--- src/rtl/regfile_wr_arbiter_if.sv ---
// Register-file write-port sharing bus: writeback port A, buffered aux port B,
// and the arbitrated write port plus hazard/stall status.
interface regfile_wr_arbiter_if #(
  parameter int SIZE       = 32,
  parameter int AMOUNT_REG = 4,
  parameter int DEPTH      = 4
);
  localparam int CNT_W = $clog2(DEPTH) + 1;

  // Port A: never back-pressured, a_we qualifies a_ra/a_wd in the same cycle.
  logic                     a_we;
  logic [AMOUNT_REG-1:0]    a_ra;
  logic [SIZE-1:0]          a_wd;
  // Port B handshake: a transfer happens on the rising edge where b_valid and
  // b_ready are both high; b_ra/b_wd must be stable while b_valid is high, and
  // b_ready depends only on registered occupancy, never on b_valid.
  logic                     b_valid;
  logic                     b_ready;
  logic [AMOUNT_REG-1:0]    b_ra;
  logic [SIZE-1:0]          b_wd;
  logic                     we3;
  logic [AMOUNT_REG-1:0]    ra3;
  logic [SIZE-1:0]          wd3;
  logic                     stall;
  logic [2**AMOUNT_REG-1:0] pend_mask;
  logic                     b_drop;
  logic [CNT_W-1:0]         count;

  modport master (
    output a_we, a_ra, a_wd, b_valid, b_ra, b_wd,
    input  b_ready, we3, ra3, wd3, stall, pend_mask, b_drop, count
  );

  modport slave (
    input  a_we, a_ra, a_wd, b_valid, b_ra, b_wd,
    output b_ready, we3, ra3, wd3, stall, pend_mask, b_drop, count
  );
endinterface

--- src/rtl/regfile_wr_arbiter.sv ---
// Arbitrates the single register-file write port between the writeback stage
// (absolute priority) and a FIFO-buffered auxiliary writer.
module regfile_wr_arbiter #(
  parameter int SIZE       = 32,
  parameter int AMOUNT_REG = 4,
  parameter int DEPTH      = 4,
  parameter int MAX_WAIT   = 8
) (
  input  logic               clk,
  input  logic               rst,
  regfile_wr_arbiter_if.slave bus
);
  localparam int PTR_W  = $clog2(DEPTH);
  localparam int CNT_W  = PTR_W + 1;
  localparam int WAIT_W = $clog2(MAX_WAIT + 1);
  localparam int NREG   = 2 ** AMOUNT_REG;
  localparam logic [AMOUNT_REG-1:0] PC_REG = AMOUNT_REG'(15);

  logic [AMOUNT_REG-1:0] q_ra [DEPTH];
  logic [SIZE-1:0]       q_wd [DEPTH];
  logic [DEPTH-1:0]      q_live;
  logic [PTR_W-1:0]      rd_ptr;
  logic [PTR_W-1:0]      wr_ptr;
  logic [CNT_W-1:0]      count_r;
  logic [WAIT_W-1:0]     wait_cnt;
  logic                  drop_r;

  logic                  not_empty;
  logic                  ready;
  logic                  push;
  logic                  is_pc;
  logic                  enq;
  logic                  pop;
  logic                  we_c;
  logic [AMOUNT_REG-1:0] ra_c;
  logic [SIZE-1:0]       wd_c;
  logic [NREG-1:0]       mask_c;

  assign not_empty = (count_r != '0);
  assign ready     = (count_r != CNT_W'(DEPTH));
  assign push      = bus.b_valid && ready;
  assign is_pc     = (bus.b_ra == PC_REG);
  assign enq       = push && !is_pc;
  assign pop       = !bus.a_we && not_empty;

  // A killed head still pops (consuming the slot) but drives no write.
  always_comb begin
    we_c = 1'b0;
    ra_c = '0;
    wd_c = '0;
    if (!rst) begin
      if (bus.a_we) begin
        we_c = 1'b1;
        ra_c = bus.a_ra;
        wd_c = bus.a_wd;
      end else if (not_empty && q_live[rd_ptr]) begin
        we_c = 1'b1;
        ra_c = q_ra[rd_ptr];
        wd_c = q_wd[rd_ptr];
      end
    end
  end

  always_comb begin
    mask_c = '0;
    for (int i = 0; i < DEPTH; i++) begin
      if (q_live[i]) mask_c[q_ra[i]] = 1'b1;
    end
  end

  always_ff @(posedge clk) begin
    if (enq) begin
      q_ra[wr_ptr] <= bus.b_ra;
      q_wd[wr_ptr] <= bus.b_wd;
    end
  end

  // Live bits are cleared on pop so they only ever describe occupied slots.
  always_ff @(posedge clk or posedge rst) begin
    if (rst) begin
      q_live   <= '0;
      rd_ptr   <= '0;
      wr_ptr   <= '0;
      count_r  <= '0;
      wait_cnt <= '0;
      drop_r   <= 1'b0;
    end else begin
      if (bus.a_we) begin
        for (int i = 0; i < DEPTH; i++) begin
          if (q_live[i] && (q_ra[i] == bus.a_ra)) q_live[i] <= 1'b0;
        end
      end
      if (pop) begin
        q_live[rd_ptr] <= 1'b0;
        rd_ptr         <= rd_ptr + 1'b1;
      end
      // The slot written here is free, so the kill above never touches it.
      if (enq) begin
        q_live[wr_ptr] <= 1'b1;
        wr_ptr         <= wr_ptr + 1'b1;
      end
      case ({enq, pop})
        2'b10:   count_r <= count_r + 1'b1;
        2'b01:   count_r <= count_r - 1'b1;
        default: count_r <= count_r;
      endcase
      if (!not_empty || pop) begin
        wait_cnt <= '0;
      end else if (bus.a_we && (wait_cnt != WAIT_W'(MAX_WAIT))) begin
        wait_cnt <= wait_cnt + 1'b1;
      end
      drop_r <= push && is_pc;
    end
  end

  assign bus.b_ready   = ready;
  assign bus.we3       = we_c;
  assign bus.ra3       = ra_c;
  assign bus.wd3       = wd_c;
  assign bus.stall     = (wait_cnt == WAIT_W'(MAX_WAIT));
  assign bus.pend_mask = mask_c;
  assign bus.b_drop    = drop_r;
  assign bus.count     = count_r;
endmodule
--- src/flat_wrapper.sv ---
// flat-port wrapper written by rule: the top's interface ports become plain ports
module regfile_wr_arbiter_flat 
#(
  parameter int SIZE       = 32,
  parameter int AMOUNT_REG = 4,
  parameter int DEPTH      = 4,
  parameter int MAX_WAIT   = 8
)
  (clk, rst, bus_a_we, bus_a_ra, bus_a_wd, bus_b_valid, bus_b_ra, bus_b_wd, bus_b_ready, bus_we3, bus_ra3, bus_wd3, bus_stall, bus_pend_mask, bus_b_drop, bus_count);
  regfile_wr_arbiter_if #(.SIZE(SIZE), .AMOUNT_REG(AMOUNT_REG), .DEPTH(DEPTH)) bus_i ();
  input  logic clk;
  input  logic rst;
  input wire logic [$bits(bus_i.a_we)-1:0] bus_a_we;
  input wire logic [$bits(bus_i.a_ra)-1:0] bus_a_ra;
  input wire logic [$bits(bus_i.a_wd)-1:0] bus_a_wd;
  input wire logic [$bits(bus_i.b_valid)-1:0] bus_b_valid;
  input wire logic [$bits(bus_i.b_ra)-1:0] bus_b_ra;
  input wire logic [$bits(bus_i.b_wd)-1:0] bus_b_wd;
  output wire logic [$bits(bus_i.b_ready)-1:0] bus_b_ready;
  output wire logic [$bits(bus_i.we3)-1:0] bus_we3;
  output wire logic [$bits(bus_i.ra3)-1:0] bus_ra3;
  output wire logic [$bits(bus_i.wd3)-1:0] bus_wd3;
  output wire logic [$bits(bus_i.stall)-1:0] bus_stall;
  output wire logic [$bits(bus_i.pend_mask)-1:0] bus_pend_mask;
  output wire logic [$bits(bus_i.b_drop)-1:0] bus_b_drop;
  output wire logic [$bits(bus_i.count)-1:0] bus_count;
  assign bus_i.a_we = bus_a_we;
  assign bus_i.a_ra = bus_a_ra;
  assign bus_i.a_wd = bus_a_wd;
  assign bus_i.b_valid = bus_b_valid;
  assign bus_i.b_ra = bus_b_ra;
  assign bus_i.b_wd = bus_b_wd;
  assign bus_b_ready = bus_i.b_ready;
  assign bus_we3 = bus_i.we3;
  assign bus_ra3 = bus_i.ra3;
  assign bus_wd3 = bus_i.wd3;
  assign bus_stall = bus_i.stall;
  assign bus_pend_mask = bus_i.pend_mask;
  assign bus_b_drop = bus_i.b_drop;
  assign bus_count = bus_i.count;
  regfile_wr_arbiter #(.SIZE(SIZE), .AMOUNT_REG(AMOUNT_REG), .DEPTH(DEPTH), .MAX_WAIT(MAX_WAIT)) u_core (.clk(clk), .rst(rst), .bus(bus_i));
endmodule
--- config.mk ---
export PLATFORM = sky130hd
export DESIGN_NAME = regfile_wr_arbiter_flat
export DESIGN_NICKNAME = d
export VERILOG_FILES = /design/src/rtl/regfile_wr_arbiter_if.sv /design/src/rtl/regfile_wr_arbiter.sv /design/src/flat_wrapper.sv
export SDC_FILE = /design/constraint.sdc
export NUM_CORES = 1
export LEC_CHECK = 0
export CAP_MARGIN = 20
export CORE_MARGIN = 2
export CORE_UTILIZATION = 53
export CTS_CLUSTER_DIAMETER = 50
export DETAILED_ROUTE_END_ITERATION = 8
export PLACE_DENSITY = 0.88
export SLEW_MARGIN = 30
export SYNTH_ARGS = -nofsm -noshare
export SYNTH_HDL_FRONTEND = slang
export SYNTH_SLANG_ARGS = --single-unit
--- constraint.sdc ---
create_clock -name clk -period 3.2 [get_ports clk]
set_input_delay 0.64 -clock clk [delete_from_list [all_inputs] [get_ports clk]]
set_output_delay 0.64 -clock clk [all_outputs]
set_load 0.01 [all_outputs]
### Placed standard cells, run 1

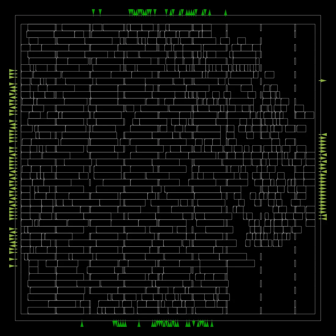
Seq cells: 160
site row count: 43
fill cell count: 883

### Clock distribution, run 1

Bar = 20 um.
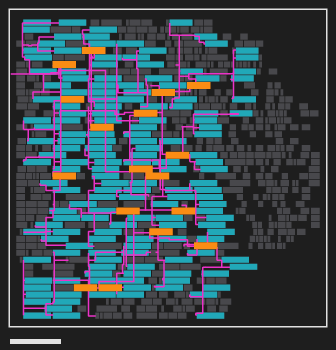
- magenta: clock wires (length 1560 um)
- orange: cells driving clock nets (count 17)
- cyan: flip-flops (count 160)
- routed clock nets: 18

### Signal metal coverage by tile, run 1

The die is cut into 25 by 25 equal tiles; dark blue is low, red is high, scaled to the fullest tile. Values are wire area over tile area, all layers added.
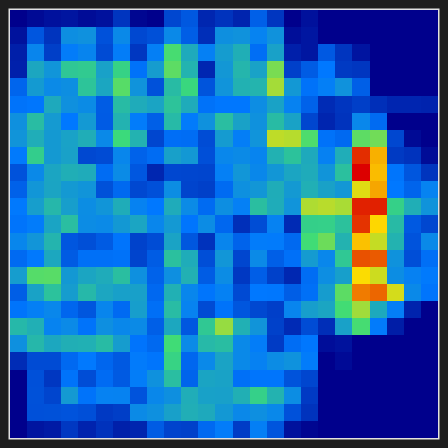
- nearly empty tiles: 13%
- fullest tile: 0.78
- mean over tiles: 0.20
final routed wire length divided by cell count: 22.4 um
via count of the routed design: 4920
total routing usage reported by global routing: 24.7%
post-detailed-routing wire length: 18200 um

==> run notes, run 1 <==
Implementation results. At the floorplan stage, the core utilization is reported as 54.3%. Number of enable-type register cells in the synthesized netlist landed at 144. In this run, the synthesized area fraction spent on adder and majority cells is recorded as 2.09%.

Multi-input gates account for 26.6% of the area. Tap cell count landed at 180. Per the OpenROAD floorplan log, the width of the die is 123 um.

CTS placed an instance of sky130_fd_sc_hd__clkbuf_16 at the clock tree root. After routing the design area is 9730 um2. Worst voltage drop across the vdd grid landed at 465 uV. Flop share of the area landed at 48.6%.

Total placed instance area landed at 9110 um2. Inverter count landed at 12. More flip-flops sit in one register than any other, and that register is u_core.q_wd.

Post-CTS timing repair inserted 0 buffers for setup. The register with the most flip-flops in the layout has 128 of them. The post-route report lists met1 wire length as 6630 um. Relative to the synthesized area, the layout overhead comes to 29.1%. The flow reports that the clock network draws 24.2% of the design power. Averaged over all synthesized cells, the footprint is 15.5 um2. Relative area of non-clock buffer cells in the final design landed at 16.4%.

The global routing report lists met2 layer usage as 43.0%. Summed over all nets, the switching power comes to 2440 uW. The tool flagged a number of max-cap violations equal to 0.

STA classifies the critical path endpoint as an output pin. Area of the multi-input gates landed at 2590 um2. Number of cell instances after yosys synthesis landed at 486.

Entering global routing, the biggest net connects 44 pins. Dividing the detail-routed via count by the number of cells gives 6.04. For this run, the top clock speed supported by timing is 318 MHz. The share of the Yosys chip area taken by registers is 62.7%. Grouping non-sequential cells by family puts the most area in multiplexers.

The most common logic cells in the final layout are sky130_fd_sc_hd__edfxtp_1, sky130_fd_sc_hd__clkdlybuf4s50_1, sky130_fd_sc_hd__nor2_1, sky130_fd_sc_hd__mux4_2, sky130_fd_sc_hd__a22oi_2. At the worst endpoint, the required time is 2560 ps. Per the CTS log, the buffer count on the longest clock path is 2. The worst register-to-register path has a depth of 9. The flow ran to the end, and the final reports show no timing, DRC or antenna violations.

TritonCTS built the clock tree. Chip footprint landed at 15200 um2. Buffer-and-inverter tally for the worst setup path landed at 2. Count of final setup violators landed at 0. Setup slack after layout landed at 57.4 ps. Fraction of synthesized cell area taken by the top area cell type landed at 57.4%.

Of the total synthesized cell area, the portion taken by AND-OR and OR-AND cells is 10.0%. Sorting the synthesized cells by area gives the leading types as sky130_fd_sc_hd__edfxtp_1, sky130_fd_sc_hd__mux4_2, sky130_fd_sc_hd__dfrtp_1. Slack of the worst reg-to-reg path landed at 950 ps.

Signal nets in the final route climb as high as met5. The number of global-route vias before repair is 5101. Per the final report, the share of cell area in clock cells is 5.66%. The worst setup path is launched from a flop. Per the GRT congestion report, total overflow comes to 0. In this run, power in the clock network comes to 1850 uW. Clock period minus final worst setup slack landed at 3140 ps. met2 is the most crowded layer. TritonCTS created 17 clock buffers. The top cell type in the final layout, fill and taps aside, is sky130_fd_sc_hd__edfxtp_1. Final max-slew violation count landed at 0. Counting instances in the post-synthesis netlist gives the leading cell types as sky130_fd_sc_hd__edfxtp_1, sky130_fd_sc_hd__nor2_1, sky130_fd_sc_hd__mux4_2.

Tracing the worst setup path back leads to its startpoint at u_core.rd_ptr[0]. The worst setup path is of the reg2out kind. Number of failing hold endpoints at the final stage landed at 0.

The transition time recorded at the tightest slew-check pin is 662 ps. For this run, combinational gates with multiple inputs come to 277. In this run the tightest slew margin relative to its limit is 55.8%. Power in sequential cells landed at 3010 uW. The iteration count recorded for the first detailed-route pass is 7. The data arrival time reported for the critical path is 2500 ps. The registers reported with the highest flop counts are u_core.q_wd (128), u_core.q_ra (16). The synthesized design contains 160 register bits. Met2 wire length landed at 9570 um. Net count entering floorplan landed at 574. The worst hold path begins at u_core.bus.count[2]. Walking the worst path, the cells encountered are mux4_2 > and3b_2 > buf_6 > a22oi_2 > nor2_1 > clkdlybuf4s50_1. The cell family contributing the most delay on the critical path is buffers and inverters. Area fraction in mux cells landed at 11.5%. Buffer count excluding the clock tree in the final layout landed at 153. The synthesized netlist handed to floorplanning was reported with a cell count of 486. Detailed-route iteration 0 reported a violation count of 467. By instance count, the leading cell after synthesis is sky130_fd_sc_hd__edfxtp_1. For this run, the number of standard cells in the final layout without fillers is 814.

The number of antenna diodes in the final layout is 0. Per the skew report, the later register of the worst-skew pair sees a clock latency of 420 ps. End-of-flow core utilization landed at 70.1%. Setup repair after global routing left no endpoint under its margin. Looking at the critical path, the single cell with the biggest stage delay is sky130_fd_sc_hd__mux4_2. The die is 123 um tall. Met1 track demand over resource in global routing landed at 29.0%. Simple-gate area share of the yosys netlist landed at 7.92%.

Ranked by power, first place goes to sequential cells. The first global-routing pass estimated 27300 um of wire. Internal power of the cells landed at 5180 uW. Cell area after synthesis landed at 7540 um2. Per the layout area report, the register area comes to 4730 um2. The worst register-to-register path begins at u_core.bus.count[0]. Per the timing report, the most critical flop-to-flop path finishes at u_core.bus.count[2].
==> inputs of run 2 (changes only) <==
--- a/config.mk
+++ b/config.mk
@@ -9,6 +9,7 @@
 export CORE_MARGIN = 2
 export CORE_UTILIZATION = 53
 export CTS_CLUSTER_DIAMETER = 50
+export CTS_CLUSTER_SIZE = 40
 export DETAILED_ROUTE_END_ITERATION = 8
 export PLACE_DENSITY = 0.88
 export SLEW_MARGIN = 30
### Clock distribution, run 2

Bar = 20 um.
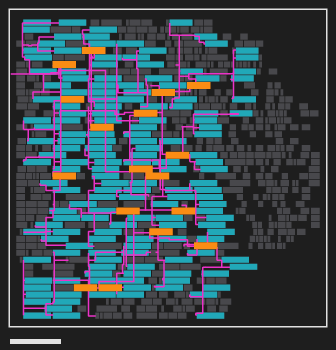
- magenta: clock wires (length 1560 um)
- orange: cells driving clock nets (count 17)
- cyan: flip-flops (count 160)
- routed clock nets: 18

==> run 2 against run 1 <==
- total power stayed put
- die size stayed put
- cell count stayed put
- routed wire length stayed put
- hold slack stayed put
- worst setup slack stayed put
- count of clock-buffer cells in the layout stayed put
- area after synthesis stayed put
- sequential share of layout area stayed put
- critical path depth stayed put
- flip-flop count stayed put
- global-route usage stayed put
- highest routed layer unchanged
==> run notes, run 2 <==
Implementation results. The run finished with clean final reports. Initial cell density of the core landed at 54.3%. From bottom edge to top edge, the die measures 123 um. Site row count landed at 43. For the worst setup path, the data required time is 2560 ps.

Simple-gate area share of the yosys netlist landed at 7.92%. Among cell families on the critical path, the largest total delay comes from buffers and inverters. Final max-slew violation count landed at 0. Looking at hold timing, the worst path starts from u_core.bus.count[2]. Looking at the setup timing report, the critical path kind is reg2out. Flop share of the area landed at 48.6%.

Dividing the synthesized area by the synthesized cell count gives 15.5 um2. Sequential cell area in the final layout landed at 4730 um2. Setup slack after layout landed at 57.4 ps.

The analysis reports a worst IR drop on VDD of 465 uV. Growth of design area from synthesis to finish landed at 29.1%. Worst slew margin relative to its limit landed at 55.8%. Number of buffers created by CTS landed at 17.

Across every metal layer, demand over resource in global routing totals 24.7%. Setup repair after global routing left no endpoint under its margin. The worst register-to-register path depth is 9.

Sorting the synthesized cells by area gives the leading types as sky130_fd_sc_hd__edfxtp_1, sky130_fd_sc_hd__mux4_2, sky130_fd_sc_hd__dfrtp_1. In this run the full chip footprint comes out at 15200 um2. Clock-cell share of area landed at 5.66%. Total placed instance area landed at 9110 um2. Internal power of the cells landed at 5180 uW. Inverter count landed at 12. The layout stage reports a final design area of 9730 um2. Per the detail_route log, the uppermost layer with routed signals is met5. Of the post-synthesis cell area, the dominant cell type holds 57.4%. The sequential power reported by the tool is 3010 uW. In this run the horizontal extent of the chip is 123 um. For this floorplan the total number of well-tap instances is 180. The worst register-to-register path begins at u_core.bus.count[0]. The flow reports power dissipated in the clock network as 1850 uW.

Switching power of the nets landed at 2440 uW. Timing would allow up to 318 MHz. In this run the most used layer during global routing was met2. The critical path contains buffers and inverters numbering 2 combined. Number of optimization iterations in the first detailed-route pass landed at 7. There are 160 flip-flops and latches.

Of the total synthesized cell area, the portion taken by AND-OR and OR-AND cells is 10.0%. Per the layout area report, the combinational gate area comes to 2590 um2. Count of final setup violators landed at 0. Counting plain and timing-repair buffers in the layout gives 153. Excluding fillers, the count of instances in the completed layout stands at 814. Met2 wire length landed at 9570 um. Yosys shows that the main logic family after synthesis is multiplexers. For this block, wires on met1 add up to 6630 um. Net count entering floorplan landed at 574. According to the cell report, the number of logic gates is 277. The biggest slice of the total power is consumed by sequential cells. After synthesis the netlist holds a flip-flop and latch count of 160. Flip-flop count of the largest register after layout landed at 128. Via count of the routed design landed at 4920. The slowest stage of the critical path is the sky130_fd_sc_hd__mux4_2 cell.

The clock passes through at most 2 buffers. The layout has 883 filler cells. In the synthesized netlist, mux cells make up 11.5% of the area. The tree is rooted in a sky130_fd_sc_hd__clkbuf_16.

Routed length per placed instance landed at 22.4 um. Via count normalized by instance count landed at 6.04. First-pass GRT wire length landed at 27300 um.

Multi-input logic gates represent a cell area share of 26.6%. The worst setup path is launched from a flop. Total grt overflow landed at 0. Later-pin clock latency in the skew report landed at 420 ps. Number of DRC violations after detailed-routing iteration 0 landed at 467. OpenSTA lists the critical path startpoint as u_core.rd_ptr[0]. The worst setup path is captured at an output pin. Number of buffers inserted to repair setup after CTS landed at 0. The number of cells reported by Yosys stat comes to 486. TritonCTS built the clock tree. The detailed router reported a total wirelength of 18200 um. sky130_fd_sc_hd__edfxtp_1 is the most common cell in the netlist.

The register with the most flip-flops in the final layout is u_core.q_wd. Global routing consumed, on the met2 layer, 43.0% of the routing resources. In the synthesized netlist, the cells that appear most often are sky130_fd_sc_hd__edfxtp_1, sky130_fd_sc_hd__nor2_1, sky130_fd_sc_hd__mux4_2.

Listed in order, past its start point the critical path passes mux4_2 > and3b_2 > buf_6 > a22oi_2 > nor2_1 > clkdlybuf4s50_1. In the synthesized netlist, the number of instances is 486. Max-capacitance violation count landed at 0. End-of-flow core utilization landed at 70.1%.
### Sizing map, run 2

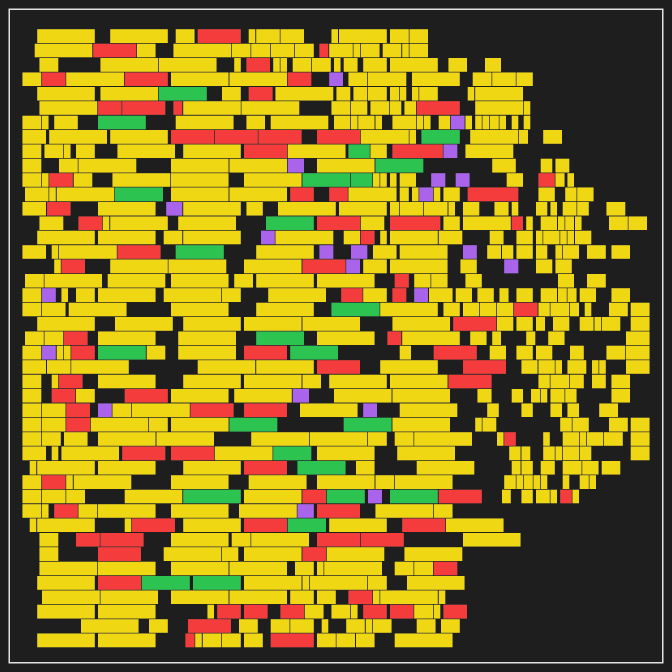
- purple: drive 3 to 4 (cells 22; share 3.5%)
- green: drive 6 and up (cells 24; share 3.8%)
- red: drive 2 (cells 83; share 13%)
- yellow: drive 1 or less (cells 505; share 80%)

==> inputs of run 3 (changes only) <==
--- a/config.mk
+++ b/config.mk
@@ -7,11 +7,12 @@
 export LEC_CHECK = 0
 export CAP_MARGIN = 20
 export CORE_MARGIN = 2
-export CORE_UTILIZATION = 53
+export CORE_UTILIZATION = 61
 export CTS_CLUSTER_DIAMETER = 50
 export CTS_CLUSTER_SIZE = 40
 export DETAILED_ROUTE_END_ITERATION = 8
-export PLACE_DENSITY = 0.88
+export DONT_BUFFER_PORTS = 1
+export PLACE_DENSITY = 0.85
 export SLEW_MARGIN = 30
 export SYNTH_ARGS = -nofsm -noshare
 export SYNTH_HDL_FRONTEND = slang
### Clock distribution, run 3

Bar = 20 um.
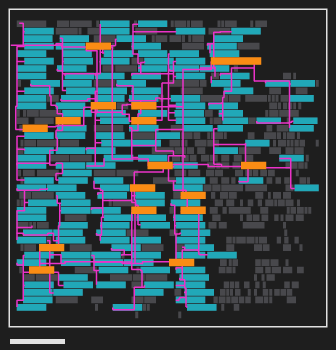
- orange: cells driving clock nets (count 17)
- cyan: flip-flops (count 160)
- magenta: clock wires (length 1600 um)
- routed clock nets: 18

==> run 3 against run 2 <==
- flip-flop count unchanged
- global-route usage down 0.078 points
- highest routed layer is now met4
- cell count fell by 20%
- critical path depth shrank 2
- critical endpoint is now bus_ra3[3]
==> run notes, run 3 <==
Implementation results. Per the detail_route report, vias per standard cell equal 6.63. The global routing stage identified its most utilized layer as met2. The final layout contains routed wiring with a total length of 15900 um. The largest registers in the layout are u_core.q_wd (128), u_core.q_ra (16). For the worst setup path, the data required time is 2560 ps. The highest metal layer carrying signal wires in the routed design is met4. Flip-flop count of the largest register after layout landed at 128.

Switching power of the nets landed at 2270 uW. Routing resource usage on met2 recorded by global route was 40.5%. Setup repair after global routing left no endpoint under its margin.

Of all the cell area in the finished design, non-clock buffers hold 1.00%. The later pin in the worst-skew pair is clocked with a latency of 420 ps. The launch point of the worst register-to-register path is recorded as u_core.bus.count[0]. Synthesis-stage register bit count landed at 160.

Arrival time at the worst endpoint landed at 2370 ps. The layout contains a multi-input combinational cell count of 277. The floorplan step defined a die boundary enclosing 13300 um2. Slack of the worst reg-to-reg path landed at 780 ps. Across the run, the number of max-cap violations was 0. The largest share of the power goes to sequential cells. The cell-mix breakdown from Yosys lists the adder-cell area share as 2.09%. The initial utilization of the core area, before any placement, comes to 62.5%.

The critical path is of the reg2out type. Simple-gate area share of the yosys netlist landed at 7.92%. Number of antenna diodes landed at 0. The first detailed-routing pass took 6 iterations. In this run the critical register-to-register path is captured at u_core.bus.count[2].

Measured against its own limit, the worst slew margin works out to 45.3%. TritonCTS built the clock tree. The flow ran to the end, and the final reports show no timing, DRC or antenna violations. The clock passes through at most 2 buffers. Clock group power landed at 2000 uW. Detailed-route iteration 0 reported a violation count of 500. In this build the clock could be raised as far as 332 MHz.

In the layout the commonest cells are sky130_fd_sc_hd__edfxtp_1, sky130_fd_sc_hd__nor2_1, sky130_fd_sc_hd__mux4_2, sky130_fd_sc_hd__a22oi_2, sky130_fd_sc_hd__clkbuf_16. First-pass GRT wire length landed at 23800 um. Final design instance area without fill landed at 8240 um2.

The launch point of the critical path was reported as u_core.q_live[3]. In the global route stage, met1 resource usage came out at 32.4%. After layout, the minimum clock period comes to 3010 ps. Buffer count excluding the clock tree in the final layout landed at 6. Summing all flip-flop and latch instances after layout gives 4730 um2. The timing report shows that the slowest cell on the worst path is sky130_fd_sc_hd__and3b_4.

Clock-cell share of area landed at 7.10%. In the synthesized netlist, the number of instances is 486. TritonRoute output was used to compute an average wire per cell of 24.3 um. The internal power of the cells totals 4930 uW.

Worst voltage drop across the vdd grid landed at 597 uV. Number of fillers in the final layout landed at 784. CTS placed an instance of sky130_fd_sc_hd__clkbuf_16 at the clock tree root. Area fraction in mux cells landed at 11.5%. Sequential cells were found to cover 62.7% of the synthesized design area.

Final max-slew violation count landed at 0. By count the netlist is led by sky130_fd_sc_hd__edfxtp_1, sky130_fd_sc_hd__nor2_1, sky130_fd_sc_hd__mux4_2. Global routing finished with a remaining overflow of 0. Cell area after synthesis landed at 7540 um2. After clock tree synthesis, the setup repair step added 0 buffers.

The cell sequence reported for the critical path is mux4_2 > and3b_4 > a22oi_1 > nor2_1. Detailed placement reports a standard cell area of 7650 um2. Between the synthesized netlist and the finished layout, the area growth was recorded as 9.34%. The report puts the cell count of the worst reg-to-reg path at 8. Net count entering floorplan landed at 574.
### Placed standard cells, run 3

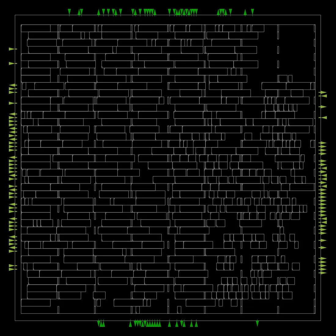
final non-filler cell total: 654
site row count: 40
number of well taps: 168


## Gallery

Sequential cells grouped by signal name.
Bar = 20 um. Other sequential cells in the stronger gray, the rest of the logic in the fainter gray.
image #1
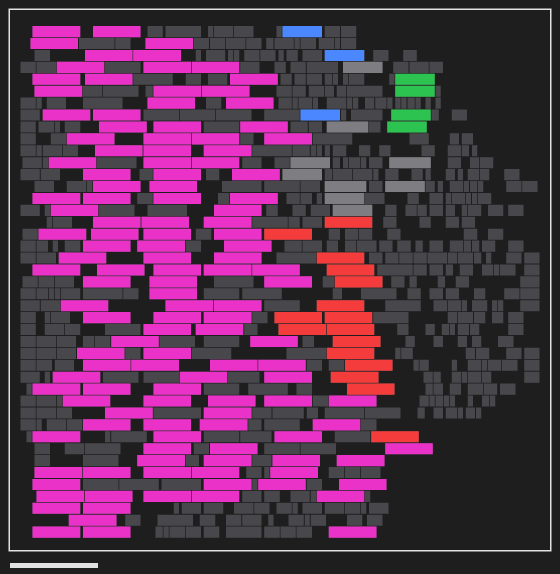
image #2
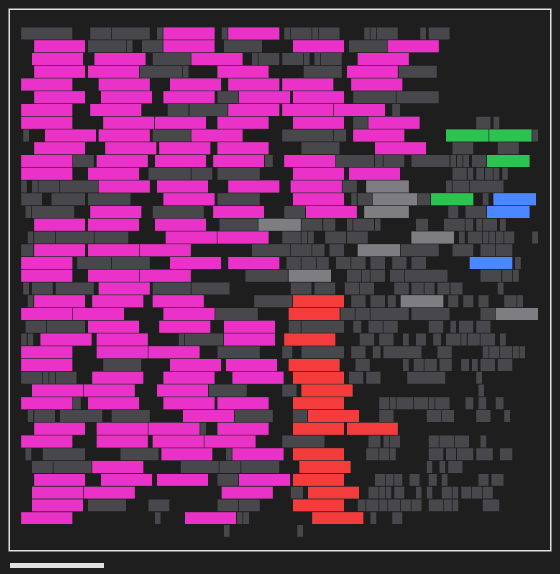
run 1 -> image #1
run 3 -> image #2
Of these, most cells: image #1

Power is estimated from default activity; no workload was simulated.
